Figure 1. Clock network drawn from the DEF (run 1).
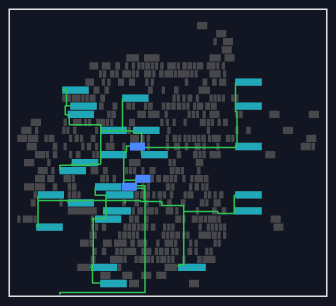
Figure 2. Gate families picked out (run 1).
Scale bar: 20 um.
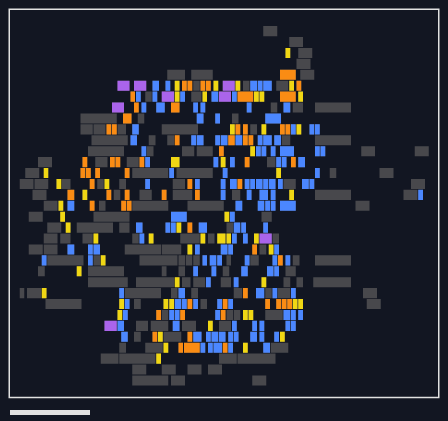
Figure 3. M3 wires (run 1).
Cells faint in the background.
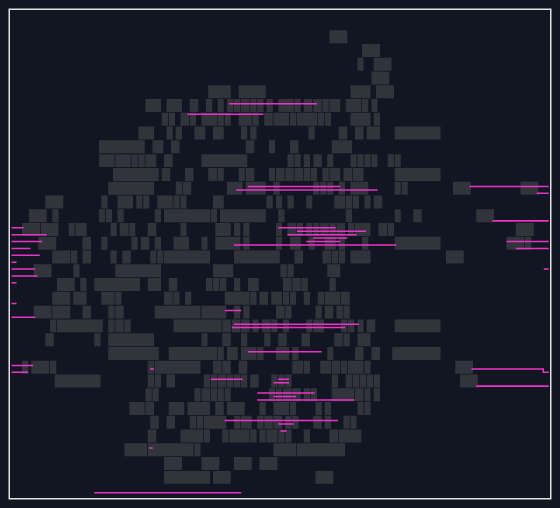
Figure 4. Cells by drive strength (run 1).
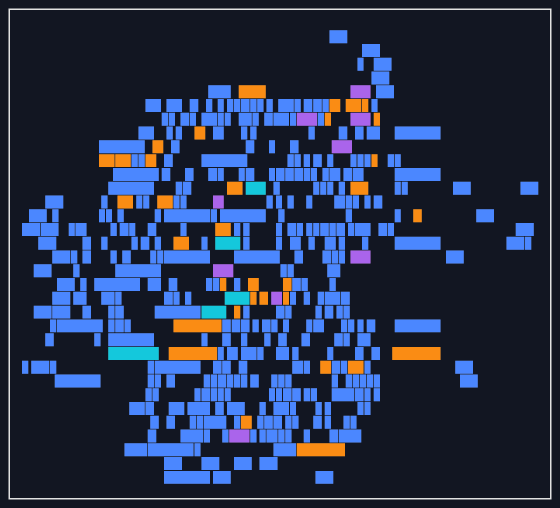
==> config.mk <==
export PLATFORM = sky130hd
export DESIGN_NAME = action_sequencer
export DESIGN_NICKNAME = d
export VERILOG_FILES = /design/src/rtl/action_sequencer.sv
export SDC_FILE = /design/constraint.sdc
export NUM_CORES = 1
export LEC_CHECK = 0
export ABC_AREA = 1
export CAP_MARGIN = 30
export CORE_ASPECT_RATIO = 0.9
export CORE_MARGIN = 2
export CORE_UTILIZATION = 25
export CTS_CLUSTER_DIAMETER = 120
export DETAILED_ROUTE_END_ITERATION = 12
export GPL_TIMING_DRIVEN = 0
export SKIP_LAST_GASP = 1
export SLEW_MARGIN = 10
export SYNTH_ARGS = -nofsm -noshare
export SYNTH_HDL_FRONTEND = slang
export SYNTH_SLANG_ARGS = --single-unit
==> constraint.sdc <==
create_clock -name clk -period 2.7 [get_ports clk]
set_input_delay 0.675 -clock clk [delete_from_list [all_inputs] [get_ports clk]]
set_output_delay 0.675 -clock clk [all_outputs]
set_load 0.005 [all_outputs]
==> qor.yml, run 1 <==
cp.required_ns: 2.03
dpl.cell_count: 530
ys_seq_share_pct: 26.60
warnings: 33
rsz0062_at_grt: "true"
worstPathArrival_ns: 1.90
end_kind: "output port"
core_area_um2: 9166
irDropWorstVdd_mv: 0.3013
place_congestion: 0.8866
drt-vias-per-instance: 4.663
maxSlewHeadroom_pct: 66.33
clockBufferDepth: 2
avgSynthCellArea_um2: 6.323
chipArea_um2: 10280
p_leak_nw: 1.417
status: "completed"
drt-pass1-iter-count: 4
synth-seq-cells: 25
crit_type: "register to output port"
grt_usage_pct: 13.56
ys_types: 37
top_area_share_pct: 22.16
io_pins: 34
fin_nets: 439
-- Figure 1 (at the start) --
legend:
  clock drivers:
    color: blue
    count: 3
  clock wires:
    color: green
    length: 404 um
  flip-flops:
    color: cyan
    count: 25
routed clock nets: 4
clk latency late pin: 0.27 ns
clock power share: 7.0%
Clock net power: 236 uW
clock skew: 0.007440 ns

-- Figure 2 (at the start) --
legend:
  nand cells:
    color: blue
    cells: 145
    most_used: nand2_1
  xor and xnor cells:
    color: purple
    cells: 8
    most_used: xor2_1
  nor cells:
    color: orange
    cells: 62
    most_used: nor2_1
  inv cells:
    color: yellow
    cells: 54
    most_used: inv_1
Non-Filler Instances: 534
most used logic cell in the final layout: nand2_1
Comb area share: 51.48%

-- Figure 3 (at the start) --
wire length on this layer: 442 um
main direction: horizontal
share of all routed wire: 6.7%
nets with wire on the layer: 43
longest straight run: 31.7 um
via count: 2490
met3 GRT Util: 1.341%
total routed wirelength: 6641 um

-- Figure 4 (at the start) --
legend:
  _0 and _1 cells:
    color: blue
    cells: 365
    share: 89%
    most_used: nand2_1
  _3 and _4 cells:
    color: purple
    cells: 9
    share: 2.2%
    most_used: nor2_4
  _6 and larger:
    color: cyan
    cells: 5
    share: 1.2%
    most_used: clkbuf_8
  _2 cells:
    color: orange
    cells: 33
    share: 8.0%
    most_used: inv_2
Final Worst Setup Slack: 0.1223 ns
design area: 2922 um^2
Non-CTS buffers: 39
area grow syn2layout: 23.22%

==> run 1: kinds of logic after synthesis <==
kind of cell | synth area share, %
simple gates | 38.89
compound gates | 16.73
buf+inv | 10.08
flops | 26.60
fa+ha+maj | 4.749
xor+xnor | 2.955
==> run 1: worst max-delay path: cells and delay by family, from the launching register on <==
family                   cells  cell delay [ns]
buffers and inverters        3             0.62
flip-flops                   1             0.44
AND-OR/OR-AND                2             0.32
adder cells (fa/ha/maj)      1             0.25
==> run 1: layout make-up <==
class / instances / area share [%]
repair buffers: 33 / 11.91
clock buffers: 4 / 1.542
flip-flops and latches: 25 / 21.58
inverters: 54 / 7.109
plain buffers: 6 / 1.156
well taps: 122 / 5.225
multi-input cells: 290 / 51.48
==> run 1: layer usage <==
metal	wire [um]	vias up	part of all wire [%]	GRT usage, %
met5	0	-	0	0
met4	51	0	0.77	2.706
met3	441	4	6.6	1.341
met2	2872	75	43	21.34
met1	3275	1128	49	20.21
li1	-	1283	-	-
==> run 1: per-stage QoR <==
stage	TNS, ns	instance area, um^2	setup WS, ns	power, mW
after floorplan	0	2371	0.7950	2.410
after global placement	0	2844	0.2944	3.091
after detailed placement	0	2872	0.2639	3.126
after CTS	0	2917	0.01408	3.377
after global routing	-0.001639	2922	-0.001639	3.764
final	0	2922	0.1223	3.386
==> run 1: cells in the final DEF (no fill, tap or decap), types with 2 or more instances in the layout <==
master and count:
a21oi_2 7, inv_2 8, ha_1 8, nor2_1 54, o22ai_1 3, xor2_1 5, xnor2_1 3, dfstp_2 4
nand3_1 37, o2111ai_1 2, buf_2 3, clkbuf_8 3, nand2_1 96, inv_1 44, nand2_4 3, o211ai_1 3
nand2_2 5, o21ai_2 2, nand4_1 3, nor3_1 2, nor2_4 4, clkbuf_1 3, o21bai_1 3, a31oi_1 3
dfrtp_1 21, o21ai_0 25, a21oi_1 11, clkdlybuf4s50_1 32, inv_4 2
==> run 1: where the power goes <==
group          switching (mW)  leakage (nW)  internal [mW]  total (mW)
clock                   0.130        0.0228          0.106       0.236
combinational            1.41          1.11          0.951        2.36
sequential              0.239         0.288          0.548       0.787
total                    1.78          1.42           1.60        3.39
==> run 1: cells in the mapped netlist <==
master,instances
nand2_1,96
nor2_1,54
inv_1,44
nand3_1,37
o21ai_0,26
dfrtp_1,21
a21oi_1,11
ha_1,9
inv_2,9
a21oi_2,7
nand2_2,5
xor2_1,5
dfstp_2,4
nor2_4,4
a31oi_1,3
buf_2,3
nand2_4,3
nand4_1,3
o211ai_1,3
o21bai_1,3
o22ai_1,3
xnor2_1,3
clkbuf_1,2
nor3_1,2
o2111ai_1,2
o21ai_2,2
a21boi_0,1
a41oi_1,1
buf_6,1
inv_4,1
nand3_2,1
nor2_2,1
nor4_1,1
o21a_1,1
o221ai_1,1
or2_0,1
or2_2,1
## Run 2: what changed since run 1
- CAP_MARGIN: 30 -> 20
- SKIP_CTS_REPAIR_TIMING: not set -> 1
==> qor.yml, run 2 <==
status: "completed"
worstPathArrival_ns: 1.91
grt_usage_pct: 13.45
p_int_mw: 1.607
lay_top_cells: "nand2_1 (96), nor2_1 (54), inv_1 (44)"
ff_type: "dfrtp_1"
p_leak_nw: 1.421
warnings: 33
avgSynthCellArea_um2: 6.323
p_comb_share_pct: 69.2
drt-vias-per-instance: 4.674
fin_nets: 439
stdcell_area_um2: 2927
crit_type: "register to output port"
ys_types: 37
ys_seq_share_pct: 26.60
cp.required_ns: 2.03
power.switching_mw: 1.788
area_growth_pct: 23.43
vias: 2496
io_pins: 34
drt-pass1-iter-count: 5
netlist_top_cells_count: "nand2_1 (96), nor2_1 (54), inv_1 (44)"
detailed_place.area_um2: 2844
routed_wl_um: 6601
synth-seq-cells: 25
clk_latency_ns: 0.29
pwr-share-clk_pct: 7.7
layout_top_cell: "nand2_1"
edf_count: 0
core_area_um2: 9166
yosysMostFrequentCell: "nand2_1"
setup_slack_ns: 0.1162
place_ws_ns: 0.3002
p_seq_share_pct: 23.1
## run 2: routing by layer
metal  global-route usage [%]  vias up  share of wire, %
met5                        0        -                 0
met4                    3.030        0              0.85
met2                    21.34       67                45
met3                    2.012        4               5.2
li1                         -     1289                 -
met1                    19.35     1136                49
## run 2: per-stage QoR
| step | util, % | TNS [ns] | cells | hold slack [ns] |
|---|---|---|---|---|
| 2_1_floorplan | - | 0 | 375 | 0.4439 |
| 3_3_place_gp | 31.03 | 0 | 529 | 0.4602 |
| 3_5_place_dp | 31.03 | 0 | 529 | 0.4661 |
| 4_1_cts | 31.57 | -0.003733 | 533 | 0.4947 |
| 5_1_grt | 31.93 | -0.002165 | 534 | 0.5180 |
| 6_report | 31.93 | 0 | 534 | 0.4909 |
## run 2: layout make-up
cell class | instances | area share [%]
sequential | 25 | 21.55
clock inverter | 1 | 0.2993
tap | 122 | 5.216
clock buffer | 3 | 1.411
inverter | 54 | 7.097
timing repair buffer | 33 | 11.89
buffer | 6 | 1.154
multi-input combinational | 290 | 51.39
## run 2: cells by family (layout without fill, tap and decap cells)
kind of cell / count (synthesis) / after routing / synth area share [%]
simple gates: 209 / 209 / 38.89
compound gates: 64 / 64 / 16.73
buf+inv: 60 / 97 / 10.08
flops: 25 / 25 / 26.60
fa+ha+maj: 9 / 9 / 4.749
xor+xnor: 8 / 8 / 2.955
## run 2: critical path: cells and delay by family (launching register included)
family                 cells  cell delay, ns
DFF                        1            0.51
and+or+nand+nor            1            0.24
buffers and inverters      3            0.87
## run 2: power groups by stage
stage                     clock network (mW)  registers (mW)  logic (mW)
after floorplan                            0           0.742        1.67
after global placement                     0           0.790        2.30
after detailed placement                   0           0.794        2.33
after CTS                              0.264           0.785        2.34
after global routing                   0.282           0.823        2.68
final                                  0.260           0.784        2.35
Figure 5. Gate families picked out (run 2).
Scale bar: 20 um.
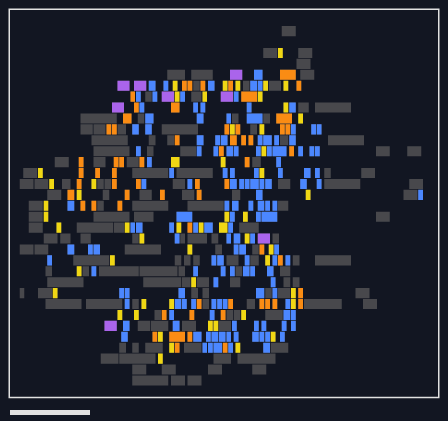
legend:
  nor cells:
    color: orange
    cells: 62
    most_used: nor2_1
  xor and xnor cells:
    color: purple
    cells: 8
    most_used: xor2_1
  nand cells:
    color: blue
    cells: 145
    most_used: nand2_1
  inv cells:
    color: yellow
    cells: 54
    most_used: inv_1
Comb area share: 51.39%

Power and IR drop assume default switching activity.
